## src/rtl/turn_queue.sv

```systemverilog
//------------------------------------------------------------------------------
// Module      : turn_queue
// Description : Per-player turn-command buffer between the keyboard decoder and
//               the game core. Rising edges of the left/right key levels become
//               single turn events. Each player has a small FIFO of pending
//               turns. One turn per player is popped on every game tick and
//               held on the output for the whole tick period.
// Revision    : 1.0 - initial release
//
// Ports
//   CLOCK_50   in   1  system clock, all logic on the rising edge
//   reset_n    in   1  synchronous active-low reset
//   key_left   in   3  level, bit p high while player p's left key is down
//   key_right  in   3  level, bit p high while player p's right key is down
//   game_tick  in   1  single-cycle strobe, one per game step
//   flush      in   1  level, clears all queues while high
//   turn       out  6  player p in turn[2p+1:2p]: 01 right, 10 left, 00 straight
//   pending    out  3  bit p high while player p's queue is non-empty
//   dropped    out  3  sticky, bit p set when a player-p event hit a full queue
//
// Parameter
//   DEPTH      queue entries per player, legal range 1..4
//------------------------------------------------------------------------------
`default_nettype none

module turn_queue #(
  parameter int DEPTH = 2
) (
  input  logic       CLOCK_50,
  input  logic       reset_n,
  input  logic [2:0] key_left,
  input  logic [2:0] key_right,
  input  logic       game_tick,
  input  logic       flush,
  output logic [5:0] turn,
  output logic [2:0] pending,
  output logic [2:0] dropped
);

  localparam logic [2:0] c_DEPTH = 3'(DEPTH);
  localparam logic [1:0] c_LAST  = 2'(DEPTH - 1);

  // Previous key levels for edge detection. They follow the keys on every
  // edge, including during reset and flush, so a key already held when the
  // game restarts never produces an event.
  logic [2:0] r_prev_l;
  logic [2:0] r_prev_r;

  always_ff @(posedge CLOCK_50) begin
    r_prev_l <= key_left;
    r_prev_r <= key_right;
  end

  logic w_clear;
  assign w_clear = !reset_n || flush;

  for (genvar p = 0; p < 3; p++) begin : g_player
    // Storage is always four slots; only the first DEPTH are used, so the
    // pointers can stay a fixed 2 bits for every legal DEPTH.
    logic [1:0] r_mem [4];
    logic [1:0] r_head;
    logic [2:0] r_count;
    logic [1:0] r_turn;
    logic       r_dropped;

    logic       w_ev_l;
    logic       w_ev_r;
    logic       w_push;
    logic [1:0] w_code;
    logic       w_nonempty;
    logic       w_full;
    logic       w_pop;
    logic       w_accept;
    logic [2:0] w_sum;
    logic [1:0] w_tail;
    logic [1:0] w_head_nxt;

    assign w_ev_l     = key_left[p]  & ~r_prev_l[p];
    assign w_ev_r     = key_right[p] & ~r_prev_r[p];
    // Simultaneous left and right cancel out.
    assign w_push     = w_ev_l ^ w_ev_r;
    assign w_code     = w_ev_l ? 2'b10 : 2'b01;
    assign w_nonempty = (r_count != 3'd0);
    assign w_full     = (r_count == c_DEPTH);
    assign w_pop      = game_tick && w_nonempty;
    // A full queue still accepts a push when a tick frees the head slot in
    // the same cycle; the tail then lands exactly on the slot being popped.
    assign w_accept   = w_push && (!w_full || game_tick);

    assign w_sum      = {1'b0, r_head} + r_count;
    assign w_tail     = (w_sum >= c_DEPTH) ? 2'(w_sum - c_DEPTH) : w_sum[1:0];
    assign w_head_nxt = (r_head == c_LAST) ? 2'd0 : r_head + 2'd1;

    always_ff @(posedge CLOCK_50) begin
      if (w_clear) begin
        r_head    <= 2'd0;
        r_count   <= 3'd0;
        r_turn    <= 2'b00;
        r_dropped <= 1'b0;
      end else begin
        if (game_tick) begin
          r_turn <= w_nonempty ? r_mem[r_head] : 2'b00;
        end
        if (w_pop) begin
          r_head <= w_head_nxt;
        end
        if (w_accept) begin
          r_mem[w_tail] <= w_code;
        end else if (w_push) begin
          r_dropped <= 1'b1;
        end
        if (w_pop && !w_accept) begin
          r_count <= r_count - 3'd1;
        end else if (!w_pop && w_accept) begin
          r_count <= r_count + 3'd1;
        end
      end
    end

    assign turn[2*p+1:2*p] = r_turn;
    assign pending[p]      = w_nonempty;
    assign dropped[p]      = r_dropped;
  end

endmodule

`default_nettype wire

```

## config.mk

```make
export PLATFORM = sky130hd
export DESIGN_NAME = turn_queue
export DESIGN_NICKNAME = d
export VERILOG_FILES = /design/src/rtl/turn_queue.sv
export SDC_FILE = /design/constraint.sdc
export NUM_CORES = 1
export LEC_CHECK = 0
export CAP_MARGIN = 20
export CORE_UTILIZATION = 55
export DETAILED_ROUTE_END_ITERATION = 10
export DONT_BUFFER_PORTS = 1
export GPL_TIMING_DRIVEN = 0
export HOLD_SLACK_MARGIN = 0.03
export PLACE_DENSITY = 0.7
export SLEW_MARGIN = 0
export SYNTH_ARGS = -nofsm -noshare
export SYNTH_HDL_FRONTEND = slang
export SYNTH_SLANG_ARGS = --single-unit
```

## constraint.sdc

```tcl
create_clock -name CLOCK_50 -period 2.3 [get_ports CLOCK_50]
set_input_delay 0.46 -clock CLOCK_50 [delete_from_list [all_inputs] [get_ports CLOCK_50]]
set_output_delay 0.46 -clock CLOCK_50 [all_outputs]
set_load 0.03 [all_outputs]
```

==> CHANGELOG.md <==
### Metrics

* Distinct lib cells at 32
* Violation count after the first detailed-route iteration at 90
* Most numerous logic cell after layout: dfxtp_1
* Highest routing layer actually used: met4
* Worst IR Drop VDD at 0.385 mV
* Met2 demand-to-capacity share in global routing at 36.6%
* Pin count of the biggest net entering global routing at 12
* Flip-flop count of the largest register after layout at 24
* CP Launch Point: g_player[1].r_count[1]
* Remaining antenna violation count at 0
* Final worst-path setup slack at 0.0412 ns
* Total length of routed wires at 4.83 mm
* Half-perimeter wire length after placement at 3.48 mm
* Number of vias per cell at 5.51
* Insertion delay to the later sink of the worst-skew pair at 0.34 ns
* Adder-cell share of the synthesized area at 7.52%
* Tcrit/Tclk final at 98.2%
* Residual DRC count at 4
* Instance area at placement at 2660 um2
* Sequential fraction of total cell area at 48.8%
* Internal power consumption at 1710 uW
* Main logic family: simple AND/OR/NAND/NOR gates
* Multi-input gate area at 1100 um2
* Cell accounting for the most synthesized area: dfxtp_1
* Core region area at 4440 um2
* Crit start category: flip-flop
* Run status: finished with violations
* Post-cts hold-fix buffer tally at 0
* Count of port buffers added during placement at 0
* Number of nets in the layout at 258
* Critical path type: flip-flop to flip-flop
* Die Size at 5000 um2
* Setup crit end: g_player[1].r_count[2]
* CTS tree: built
* Startpoint of the worst-slack reg-to-reg timing path: g_player[1].r_count[1]
* Share of post-route cells with drive strength above 1 at 26.6%
* Net Switching at 556 uW
* OpenROAD warning count at 27
* Largest contributor to cell area by class: registers
* Hold WC Path Type: primary input to flip-flop
* Synthesized netlist cell count at 221
* Violated checks: design-rule violations
* Worst EP required at 2.58 ns
* Post-synthesis xor/xnor area fraction at 5.79%
* Count of multi-input combinational gates at 131
* Die boundary height at 70.7 um
* Main area contributors after synthesis: dfxtp_1 (28%), edfxtp_1 (28%), mux4_2 (5.2%)
* Global placement routability congestion at 0.775
* Sequential share of power at 50.6%
Figure 1. Signal wires by layer.
(6 px per um)
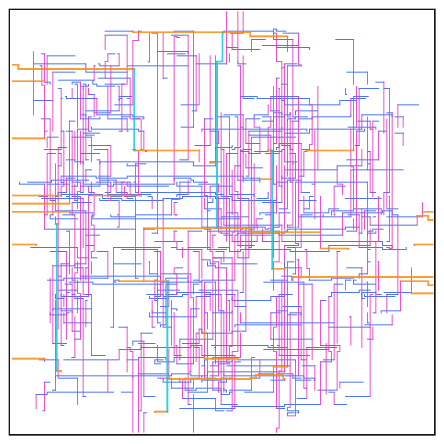
layer	colour	wire length
M1	blue	1,860 um
M2	magenta	2,620 um
M4	cyan	113 um
M3	orange	243 um

Figure 2. Track usage over the die.
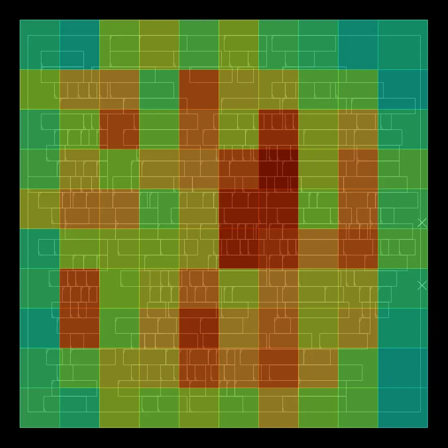
Most Crowded Layer GR: met2
final cell utilization of the core: 67.0%

Figure 3. Ports around the boundary.
(4 px per um) Pins as bars across the die edge, other pins in grey.
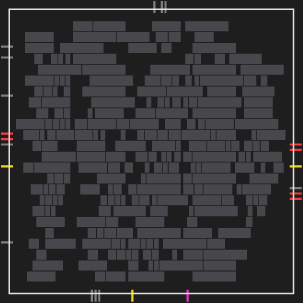
port	colour	pins	direction	edge
flush	magenta	1	input	south
turn	red	6	output	4 east, 2 west
pending	yellow	3	output	1 south, 1 east, 1 west

Figure 4. Nets reached from selected ports.
(6 px per um)
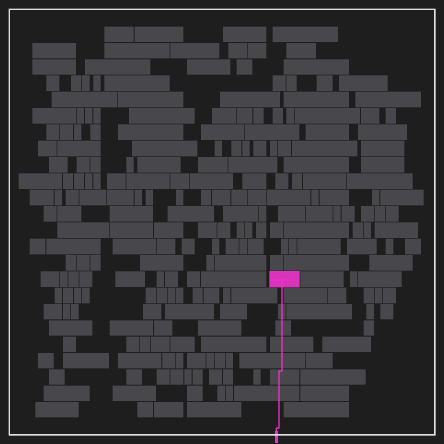
port	colour	bits	direction	edge	end cells	buffers	wire
flush	magenta	1	input	south	2	0	29.0 um

Power and IR drop assume default switching activity.
